===== src/rtl/mem_master_pkg.sv =====
// ============================================================================
// mem_master_pkg : shared types and mode encodings for the burst master.
// Revision: 1.0
// ============================================================================
`default_nettype none

package mem_master_pkg;

    typedef enum logic [2:0] {
        IDLE     = 3'd0,
        WR_ISSUE = 3'd1,
        WR_WAIT  = 3'd2,
        RD_ISSUE = 3'd3,
        RD_WAIT  = 3'd4,
        DONE     = 3'd5
    } state_t;

    localparam logic [1:0] MODE_WR    = 2'b00;
    localparam logic [1:0] MODE_RDCHK = 2'b01;
    localparam logic [1:0] MODE_WRRD  = 2'b10;

endpackage

`default_nettype wire


===== src/rtl/mem_pattern_gen.sv =====
// ============================================================================
// mem_pattern_gen : maps (start address, seed, beat) to beat address and data.
// Revision: 1.0
// ============================================================================
`default_nettype none

module mem_pattern_gen #(
    parameter int WIDTH      = 16,
    parameter int ADDR_WIDTH = 4
) (
    input  logic [ADDR_WIDTH-1:0] base,
    input  logic [WIDTH-1:0]      seed,
    input  logic [ADDR_WIDTH:0]   beat,
    output logic [ADDR_WIDTH-1:0] addr,
    output logic [WIDTH-1:0]      data
);

    // Address arithmetic wraps naturally at the top of the memory.
    assign addr = base + beat[ADDR_WIDTH-1:0];
    assign data = seed + WIDTH'(beat);

endmodule

`default_nettype wire


===== src/rtl/mem_burst_master.sv =====
// ============================================================================
// mem_burst_master : write / read-check burst sequencer for a single-port memory.
// Revision: 1.0
// ============================================================================
`default_nettype none

module mem_burst_master
    import mem_master_pkg::*;
#(
    parameter int WIDTH      = 16,
    parameter int ADDR_WIDTH = 4,
    parameter int TIMEOUT    = 8
) (
    input  logic                  clk,
    input  logic                  rst,
    input  logic                  cmd_valid,
    output logic                  cmd_ready,
    input  logic [1:0]            cmd_mode,
    input  logic [ADDR_WIDTH-1:0] cmd_addr,
    input  logic [ADDR_WIDTH:0]   cmd_len,
    input  logic [WIDTH-1:0]      cmd_seed,
    output logic                  valid,
    output logic                  wr_rd,
    output logic [ADDR_WIDTH-1:0] addr,
    output logic [WIDTH-1:0]      wdata,
    input  logic                  ready,
    input  logic [WIDTH-1:0]      rdata,
    output logic                  busy,
    output logic                  done,
    output logic [ADDR_WIDTH:0]   err_count,
    output logic [ADDR_WIDTH-1:0] first_err_addr,
    output logic                  timeout
);

    localparam int LEN_W  = ADDR_WIDTH + 1;
    localparam int WAIT_W = $clog2(TIMEOUT + 1);

    state_t                r_state;
    state_t                w_state_next;
    logic [1:0]            r_mode;
    logic [ADDR_WIDTH-1:0] r_base;
    logic [LEN_W-1:0]      r_len;
    logic [WIDTH-1:0]      r_seed;
    logic [LEN_W-1:0]      r_beat;
    logic [LEN_W-1:0]      w_beat_next;
    logic [WAIT_W-1:0]     r_wait;

    logic                  w_accept;
    logic                  w_last;
    logic                  w_expired;
    logic                  w_rd_beat;
    logic                  w_mismatch;

    logic [ADDR_WIDTH-1:0] w_iss_base;
    logic [WIDTH-1:0]      w_iss_seed;
    logic [ADDR_WIDTH-1:0] w_iss_addr;
    logic [WIDTH-1:0]      w_iss_data;
    logic [ADDR_WIDTH-1:0] w_chk_addr;
    logic [WIDTH-1:0]      w_chk_data;

    // The issue-side generator looks at the next beat, and on accept the
    // command fields have not been latched yet, so take them straight from the port.
    assign w_iss_base = (r_state == IDLE) ? cmd_addr : r_base;
    assign w_iss_seed = (r_state == IDLE) ? cmd_seed : r_seed;

    mem_pattern_gen #(
        .WIDTH      (WIDTH),
        .ADDR_WIDTH (ADDR_WIDTH)
    ) u_pat_issue (
        .base (w_iss_base),
        .seed (w_iss_seed),
        .beat (w_beat_next),
        .addr (w_iss_addr),
        .data (w_iss_data)
    );

    mem_pattern_gen #(
        .WIDTH      (WIDTH),
        .ADDR_WIDTH (ADDR_WIDTH)
    ) u_pat_check (
        .base (r_base),
        .seed (r_seed),
        .beat (r_beat),
        .addr (w_chk_addr),
        .data (w_chk_data)
    );

    assign w_last     = (r_beat == (r_len - LEN_W'(1)));
    assign w_expired  = ((r_state == WR_WAIT) || (r_state == RD_WAIT)) && !ready
                        && (r_wait == WAIT_W'(TIMEOUT - 1));
    assign w_mismatch = w_rd_beat && (rdata != w_chk_data);

    assign cmd_ready = (r_state == IDLE);
    assign valid     = (r_state == WR_ISSUE) || (r_state == RD_ISSUE);
    assign busy      = (r_state != IDLE) && (r_state != DONE);
    assign done      = (r_state == DONE);

    always_comb begin
        w_state_next = r_state;
        w_beat_next  = r_beat;
        w_accept     = 1'b0;
        w_rd_beat    = 1'b0;
        case (r_state)
            IDLE: begin
                if (cmd_valid) begin
                    w_accept    = 1'b1;
                    w_beat_next = '0;
                    if (cmd_len == '0) begin
                        w_state_next = DONE;
                    end else if (cmd_mode == MODE_RDCHK) begin
                        w_state_next = RD_ISSUE;
                    end else begin
                        w_state_next = WR_ISSUE;
                    end
                end
            end
            WR_ISSUE: w_state_next = WR_WAIT;
            WR_WAIT: begin
                if (ready) begin
                    if (!w_last) begin
                        w_beat_next  = r_beat + LEN_W'(1);
                        w_state_next = WR_ISSUE;
                    end else if (r_mode == MODE_WRRD) begin
                        w_beat_next  = '0;
                        w_state_next = RD_ISSUE;
                    end else begin
                        w_state_next = DONE;
                    end
                end else if (w_expired) begin
                    w_state_next = DONE;
                end
            end
            RD_ISSUE: w_state_next = RD_WAIT;
            RD_WAIT: begin
                if (ready) begin
                    w_rd_beat = 1'b1;
                    if (w_last) begin
                        w_state_next = DONE;
                    end else begin
                        w_beat_next  = r_beat + LEN_W'(1);
                        w_state_next = RD_ISSUE;
                    end
                end else if (w_expired) begin
                    w_state_next = DONE;
                end
            end
            DONE:    w_state_next = IDLE;
            default: w_state_next = IDLE;
        endcase
    end

    always_ff @(posedge clk or negedge rst) begin
        if (!rst) begin
            r_state        <= IDLE;
            r_mode         <= '0;
            r_base         <= '0;
            r_len          <= '0;
            r_seed         <= '0;
            r_beat         <= '0;
            r_wait         <= '0;
            addr           <= '0;
            wdata          <= '0;
            wr_rd          <= 1'b0;
            err_count      <= '0;
            first_err_addr <= '0;
            timeout        <= 1'b0;
        end else begin
            r_state <= w_state_next;
            r_beat  <= w_beat_next;

            if (w_accept) begin
                r_mode         <= cmd_mode;
                r_base         <= cmd_addr;
                r_len          <= cmd_len;
                r_seed         <= cmd_seed;
                err_count      <= '0;
                first_err_addr <= '0;
                timeout        <= 1'b0;
            end

            // Request fields are registered on entry to an issue state and
            // then held, so they keep their last values once back in IDLE.
            if (w_state_next == WR_ISSUE) begin
                addr  <= w_iss_addr;
                wdata <= w_iss_data;
                wr_rd <= 1'b1;
            end else if (w_state_next == RD_ISSUE) begin
                addr  <= w_iss_addr;
                wr_rd <= 1'b0;
            end

            if ((w_state_next == WR_ISSUE) || (w_state_next == RD_ISSUE)) begin
                r_wait <= '0;
            end else if ((r_state == WR_WAIT) || (r_state == RD_WAIT)) begin
                r_wait <= r_wait + WAIT_W'(1);
            end

            if (w_expired) begin
                timeout <= 1'b1;
            end

            if (w_mismatch) begin
                if (err_count != '1) begin
                    err_count <= err_count + LEN_W'(1);
                end
                if (err_count == '0) begin
                    first_err_addr <= w_chk_addr;
                end
            end
        end
    end

endmodule

`default_nettype wire


===== config.mk =====
export PLATFORM = sky130hd
export DESIGN_NAME = mem_burst_master
export DESIGN_NICKNAME = d
export VERILOG_FILES = /design/src/rtl/mem_master_pkg.sv /design/src/rtl/mem_pattern_gen.sv /design/src/rtl/mem_burst_master.sv
export SDC_FILE = /design/constraint.sdc
export NUM_CORES = 1
export LEC_CHECK = 0
export ABC_AREA = 1
export CAP_MARGIN = 10
export CORE_MARGIN = 1.5
export CORE_UTILIZATION = 35
export CTS_BUF_LIST = sky130_fd_sc_hd__clkbuf_2
export CTS_CLUSTER_DIAMETER = 30
export DETAILED_ROUTE_END_ITERATION = 16
export GPL_TIMING_DRIVEN = 0
export HOLD_SLACK_MARGIN = 0.08
export SYNTH_ARGS = -nofsm -noshare
export SYNTH_HDL_FRONTEND = slang
export SYNTH_HIERARCHICAL = 1
export SYNTH_SLANG_ARGS = --single-unit

===== constraint.sdc =====
create_clock -name clk -period 7.6 [get_ports clk]
set_input_delay 1.14 -clock clk [delete_from_list [all_inputs] [get_ports clk]]
set_output_delay 1.14 -clock clk [all_outputs]
set_load 0.01 [all_outputs]

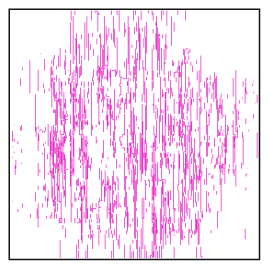
**Above:** run 1 (M2 wires).
Scale: 2 px per um.
longest straight run = 37.7 um
share of all routed wire = 46%
main direction = vertical
met2 Usage GRT: 0.291
final wirelength: 13.5 mm
routed vias: 4898

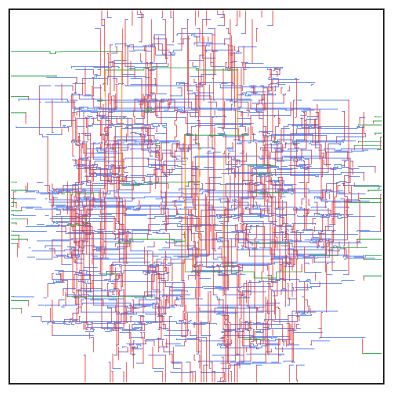
**Above:** run 1 (routed metal, one color a layer).
Scale: 3 px per um.
metal 2 -> red  # wire length 6210 um
metal 4 -> orange  # wire length 202 um
metal 1 -> blue  # wire length 6540 um
metal 3 -> green  # wire length 506 um
Tot GR Track Use: 0.181
routed wire length per instance: 13.1 um

==> summary.txt, run 1 <==
yosys + openroad results -> status finished, final reports clean, synthesized area per cell 6.89 um^2, Layout Area Growth over Synthesis 22.4%, mapped cell area 5150 um^2, # Max-Cap Violations 0, yosys simple share 0.356, Pwr Total 2.55 mW, setup ws final 4.18 ns, Fin Setup TNS 0 ns, delay of the slowest critical-path stage 0.44 ns, Vert. Die Dim 124 um, clock network fraction of design power 0.084, Routed Antenna Nets 0, CTS max path bufs 2, fmax 0.293 GHz, ao+oa area frac 0.0879, Final Slew Violations 0, Sw Share 0.507, Yosys chip area 5150 um^2, first-pass GRT wire length 22.7 mm, Comb group 1.64 mW, kind of critical path register to register, comb. cell area 2940 um^2, Worst Setup SP r_len[0], part of the power in registers 0.272, clk pwr 0.214 mW, Final non-clock buffer share 0.143, Max-area cell class combinational gates, Worst R2R Setup Slack 4.18 ns, seq_cells 70, CP most frequent cell nand2_1, post-route minimum period 3.42 ns, met3 Use GR 0.0387, ys cells 748, Psw 1.29 mW, Seq share, synth 0.340, Gate power share 0.645, root buf cell clkbuf_2, Worst-Skew Late Latency 0.56 ns, Largest regs r_seed x16, wdata x16, # setup viols final 0, Placed Area 6210 um^2, required time of the critical path 8.10 ns, Synth Instances 748, Die W 124 um, GRT Max-Usage Layer met2, metal3 WL 506 um, worst hold margin 0.405 ns, Crit path depth 23, Comb/total area 0.466, I/O pin cnt 82, vias per inst 4.76, number of buffers added on ports 80, VDD IR max 0.110 mV, seq pwr 0.693 mW, CP max-delay cell dfrtp_1, FF-to-FF Start r_len[0], fraction of area in registers 0.278, nonclk buf count 97, initial antenna violation count 0
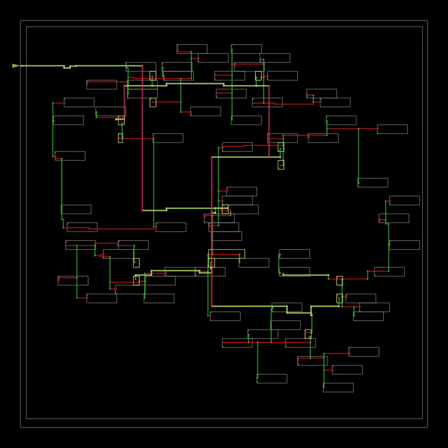
**Above:** run 1 (clock nets).
Clock Sinks: 70
layout clock buffer count: 13

[run 1: Yosys cell counts (all sizes together)]
cell / n / area, um^2
nor4: 2 / 12.5
a31oi: 1 / 6.26
fa: 4 / 80.1
clkinv: 2 / 7.51
dfrtp: 70 / 1750
nand3b: 5 / 37.5
or2: 2 / 12.5
ha: 22 / 275
nand2: 265 / 1030
buf: 5 / 32.5
o21ai: 66 / 334
nand3: 55 / 298
a21oi: 14 / 88.8
o211ai: 1 / 7.51
o2111ai: 1 / 8.76
nor3: 9 / 45.0
clkbuf: 11 / 41.3
nand4: 24 / 150
nor2: 52 / 243
inv: 102 / 383
xor2: 12 / 105
a22oi: 1 / 7.51
xnor2: 22 / 193
==> run 1 -> run 2 <==
Clock period 7.6 ns to 3.1 ns, I/O delays scaled along.
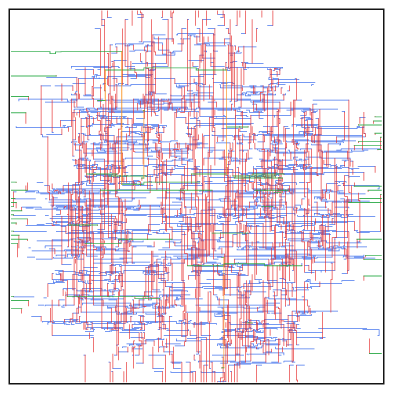
**Above:** run 2 (routed metal, one color a layer).
Scale: 3 px per um.
metal 1 -> blue  # wire length 6560 um
metal 4 -> orange  # wire length 148 um
metal 3 -> green  # wire length 537 um
metal 2 -> red  # wire length 6390 um
Tot GR Track Use: 0.182
routed wire length per instance: 13.0 um
final wirelength: 13.6 mm
routed vias: 4983

==> run 2 against run 1 <==
Compared with the run above:
- clock skew decreased by 0.0016 ns
- critical endpoint unchanged
- flip-flop count unchanged
- critical path type unchanged
- die area stayed put
- cell count increased by 1.8%
==> summary.txt, run 2 <==
yosys + openroad results -> worst hold margin 0.289 ns (-0.116 ns), Fin Setup TNS 0 ns (unchanged), Layout Area Growth over Synthesis 27.2%, Placer Congestion 0.870, Comb/total area 0.463 (-0.00252), met2 WL post-DR 6.39 mm, post-route minimum period 3.09 ns (-0.324 ns), root buf cell clkbuf_2, seq_cells 70 (unchanged), comb. cell area 3040 um^2 (+3.4%), Multi-In Gates 558, mux contribution to synthesized area 0, Placed Area 6210 um^2 (unchanged), Top cell excl fill/tap nand2_1, number of detailed-route iterations in the first pass 5, I/O pin cnt 82 (unchanged), Yosys chip area 5150 um^2 (unchanged), DP Worst Slack -0.279 ns, Ys Warns 6, fraction of area in registers 0.268 (-0.0101), GRT Max-Usage Layer met2, Die W 124 um (unchanged), largest net degree at the start of global routing 56, HP Class input port to asynchronous set/reset pin, Seq share, synth 0.340 (unchanged), Top-area cell share 0.340 (unchanged), met2 Usage GRT 0.295 (+0.00388), initial antenna violation count 0 (unchanged), number of buffers added on ports 80 (unchanged), Ant. Diodes 0, biggest area cells dfrtp_1, nand2_1, inv_1, Core Box Area 14500 um^2, worst r2r dst wdata[14], Top Metal Used met4, tool warnings 29, count leader, synth nand2_1, critical path peak fanout 5, CTS max path bufs 2 (unchanged), Top logic family simple AND/OR/NAND/NOR gates, synthesized area per cell 6.89 um^2 (unchanged), Buf/Inv on CP 2, Crit path depth 24 (+4.3%), synth cell count leaders nand2_1, inv_1, dfrtp_1, o21ai_0, nand3_1, # setup viols final 0 (unchanged), Reg clk slew, reported paths 0.20 ns, Critical Path Sink Type register, ys async rst share 1.00 (unchanged), met3 Use GR 0.0387 (unchanged), VDD IR max 0.279 mV (+150%), adder share 0.0689, pin slew with the least headroom to its limit 0.687 ns, nonclk buf count 116 (+20%), Final Slew Violations 0 (unchanged), status finished, final reports clean, Clock Sinks 70 (unchanged), RSZ-0062 raised after global routing yes, required time of the critical path 3.59 ns (-4.51 ns), # Max-Cap Violations 0 (unchanged), Final non-clock buffer share 0.159 (+0.0167), Largest regs r_seed x16, wdata x16, Routed Antenna Nets 0 (unchanged), Post-DP HPWL 10.5 mm, ys cells 748 (unchanged), Clock-cell share 0.0151, kind of critical path register to register, Worst R2R Setup Slack 0.009 ns (-4.18 ns), Relative slew margins 0.537, period utilization 0.997, Vert. Die Dim 124 um (unchanged), mapped cell area 5150 um^2 (unchanged), Synth Flop Type dfrtp_1, vias per inst 4.76 (-0.11%), Num CTS Buffers 9, layout clock buffer count 13 (unchanged), Worst-Skew Late Latency 0.55 ns (about the same), most common logic cells in the final layout nand2_1, inv_1, clkdlybuf4s50_1, CP top delay family simple AND/OR/NAND/NOR gates, fmax 0.323 GHz (+10%), Synth Instances 748 (unchanged), Max-area cell class combinational gates, ao+oa area frac 0.0879 (unchanged), metal3 WL 536 um (+5.9%), cell area power density 1020 nW/um^2, Worst Setup EP wdata[14], tally of non-filler cells in the final layout 1047, total gr overflow 0, Filler cells 1486, delay of the slowest critical-path stage 0.42 ns (-0.02 ns), Layout Nets 932, FF-to-FF Start r_len[0], num rows 44, cell taking the most area after synthesis dfrtp_1, CP max-delay cell dfrtp_1, Pwr Total 6.66 mW (+160%), first-pass GRT wire length 22.8 mm (+0.61%), setup ws final 0.00866 ns (-4.18 ns), CP most frequent cell nand2_1, Worst Setup SP r_len[0], EDFF count, synth 0 (unchanged), yosys simple share 0.356 (unchanged)
run 2: netlist changes by cell type in the layout (fill, tap and decap cells not counted), moves of 4 or more:
cell     delta
o21ai_0     -7
inv_2       +5
nor2_4      +4
nand2_1    -10
buf_4      +18
nand2_2     +9
inv_1       -5
nor2_1      -4
o21ai_1     +7
run 2: repair_timing:
item                       4_1_cts  5_1_grt
setup buffers                    7       11
resized                         13       29
setup endpoints to repair       11       24
hold buffers                     1        0
pin swaps                       16       25
hold endpoints to repair        67        0
run 2: power by group:
part | switching, mW | total (mW) | internal (mW)
logic | 2.59 | 4.44 | 1.85
registers | 0.399 | 1.70 | 1.31
clock network | 0.330 | 0.523 | 0.194
**Run 2: M2 wires**

Scale: 2 px per um.
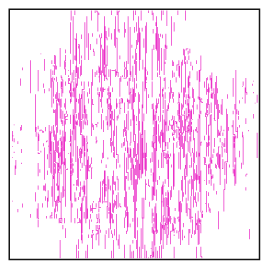

==> run 2 -> run 3 <==
Settings changed: CORE_ASPECT_RATIO set to 0.8.
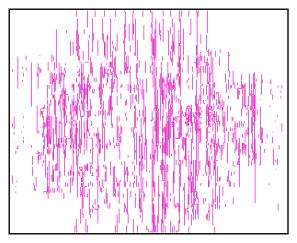
**Above:** run 3 (M2 wires).
Scale: 2 px per um.
final wirelength: 13.8 mm
met2 Usage GRT: 0.281
routed vias: 4962

==> run 3 against run 2 <==
Compared with the run above:
- synthesized area unchanged
- first-iteration DRC count up 21%
- critical path depth unchanged
- sequential share of layout area down 0.36 points
- hold slack better by 0.11 ns
- die area about the same
- critical endpoint is now wdata[12]
- worst setup slack better by 0.0098 ns
- non-clock buffer count down 1
- power up 4.3%
- flip-flop count unchanged
- via count down 0.42%
==> summary.txt, run 3 <==
yosys + openroad results -> GRT Max-Usage Layer met2, kind of critical path register to register, CTS resizes 10 (-3), clock network fraction of design power 0.102 (+0.023), Largest regs r_seed x16, wdata x16, metal3 WL 713 um (+33%), synth cell count leaders nand2_1, inv_1, dfrtp_1, o21ai_0, nand3_1, Hold Vio Cnt, Final 0, initial antenna violation count 0 (unchanged), metal1 wirelength 6.96 mm, I/O pin cnt 82 (unchanged), Core Util, Final 0.464, largest net degree at the start of global routing 38 (-32%), Core Box Area 14300 um^2 (-0.92%), status finished, final reports clean, most common logic cells in the final layout nand2_1, inv_1, clkdlybuf4s50_1, Reg clk slew, reported paths 0.22 ns (+0.02 ns), part of the power in registers 0.244 (-0.012), Top-area cell share 0.340 (unchanged), Placed Area 6200 um^2 (-0.12%), Buf/Inv on CP 3 (+1), placed cells 1013, Design Area, Final 6660 um^2, Worst-Skew Late Latency 0.53 ns (-0.02 ns), worst hold margin 0.399 ns (+0.110 ns), FF-to-FF Start r_len[0], Gate power share 0.654 (-0.012), Layout Area Growth over Synthesis 29.1%, Fin Setup TNS 0 ns (unchanged), Relative slew margins 0.577 (+0.0397), die area 15500 um^2, pin slew with the least headroom to its limit 0.628 ns (-0.0589 ns), Pwr Total 6.95 mW (+4.3%), cts hold-fix bufs 1 (unchanged), delay of the slowest critical-path stage 0.43 ns (about the same), Psw 3.41 mW (+2.9%), ys async rst share 1.00 (unchanged), CTS max path bufs 2 (unchanged), Internal 3.54 mW (+5.8%), required time of the critical path 3.57 ns (-0.02 ns), count leader, synth nand2_1, DRC Markers 0, number of buffers added on ports 80 (unchanged), vias per inst 4.74 (-0.42%), Tot GR Track Use 0.182 (-0.000636), biggest area cells dfrtp_1, nand2_1, inv_1, FP Util 0.359, Final Slew Violations 0 (unchanged), crit path DAT 3.55 ns, fmax 0.325 GHz (+0.32%), Iter 0 DRT Violations 295, Worst Setup SP r_len[0], first-pass GRT wire length 22.9 mm (+0.42%), # Max-Cap Violations 0 (unchanged), cell area power density 1040 nW/um^2 (+2.8%), num rows 39 (-11%), tool warnings 29 (unchanged), Leak 3.26 nW, via count of the first global-routing pass 4643, Num CTS Buffers 9 (unchanged), Filler cells 1499 (+0.87%), Unique cell types 35, clk pwr 0.711 mW (+36%), number of detailed-route iterations in the first pass 5 (unchanged), Yosys chip area 5150 um^2 (unchanged), synthesized area per cell 6.89 um^2 (unchanged), setup ws final 0.0184 ns (+0.00978 ns), Worst R2R Path Depth 24, period utilization 0.994 (-0.00316), Ys Warns 6 (unchanged), Critical Path Sink Type register, CP most frequent cell nand2_1, Top Metal Used met4, Layout Nets 931 (-0.11%), EDFF count, synth 0 (unchanged), cell taking the most area after synthesis dfrtp_1, Post-DP HPWL 10.6 mm (+0.94%), Synth Instances 748 (unchanged), CP max-delay cell dfrtp_1, VDD IR max 0.405 mV (+45%), Top cell excl fill/tap nand2_1, Startpoint Class register, mapped cell area 5150 um^2 (unchanged), Vert. Die Dim 112 um (-10%), total gr overflow 0 (unchanged), Mapped Nets 821, met2 WL post-DR 6.05 mm (-5.5%), root buf cell clkbuf_2, Crit path depth 24 (unchanged), clk_skew 0.0273 ns, post-route minimum period 3.08 ns (-0.00978 ns), critical path peak fanout 7 (+2), share of layout cells above drive strength 1 0.138, ys cells 748 (unchanged), Die W 139 um (+12%), Placer Congestion 0.842 (-3.2%), HP Class input port to asynchronous set/reset pin, GR Util met1 0.263, Routed Antenna Nets 0 (unchanged), Top pwr grp combinational logic, CP top delay family simple AND/OR/NAND/NOR gates, RSZ-0062 raised after global routing yes, H-tree depth 3, Sw Share 0.491 (-0.00697), ys flops 70, Seq share, synth 0.340 (unchanged), DP Worst Slack -0.291 ns (-0.0118 ns), routed wire length per instance 13.2 um (+1.1%), CTS tree built, worst r2r dst wdata[12], Worst Setup EP wdata[12], Synth Flop Type dfrtp_1, Worst R2R Setup Slack 0.02 ns (about the same), Clock Sinks 70 (unchanged), Ant. Diodes 0 (unchanged), met3 Use GR 0.0413 (+0.00263), seq pwr 1.70 mW (about the same), setup bufs post-CTS 8 (+1), tally of non-filler cells in the final layout 1047 (unchanged), Comb group 4.54 mW (+2%), # setup viols final 0 (unchanged), CP Cell Sequence inv_2 -> ha_4 -> inv_2 -> nand2_1 -> nand2_1 -> nor2_1 -> nand2_1 -> nor2_4 -> nand2_4 -> xor2_2 -> nor2_2 -> nor3_2 -> nor2_2 -> ha_2 -> fa_2 -> nand2_2 -> buf_4 -> a21oi_4 -> nand2_2 -> nand2_2 -> nand3_1 -> nand2_1 -> nand4_1 -> nand2_1
-- run 3: cell counts after synthesis --
Identical to the previous run, type by type.
-- run 3: cell type report --
cell class / instances / area (um^2) / area share
Sequential cell: 70 / 1760 / 0.264
Multi-Input combinational cell: 558 / 3080 / 0.463
Clock buffer: 10 / 50.0 / 0.00752
Clock inverter: 6 / 109 / 0.0164
Timing Repair Buffer: 99 / 960 / 0.144
Buffer: 16 / 73.8 / 0.0111
Tap cell: 184 / 230 / 0.0346
Inverter: 104 / 394 / 0.0592
-- run 3: cell families after synthesis --
kind of cell / Yosys count / share of synthesized area
AND-OR/OR-AND: 84 / 0.0879
XOR/XNOR: 34 / 0.0578
adder cells (fa/ha/maj): 26 / 0.0689
buffers and inverters: 120 / 0.0900
AND/OR/NAND/NOR: 414 / 0.356
flip-flops: 70 / 0.340
Power is estimated from default activity; no workload was simulated.
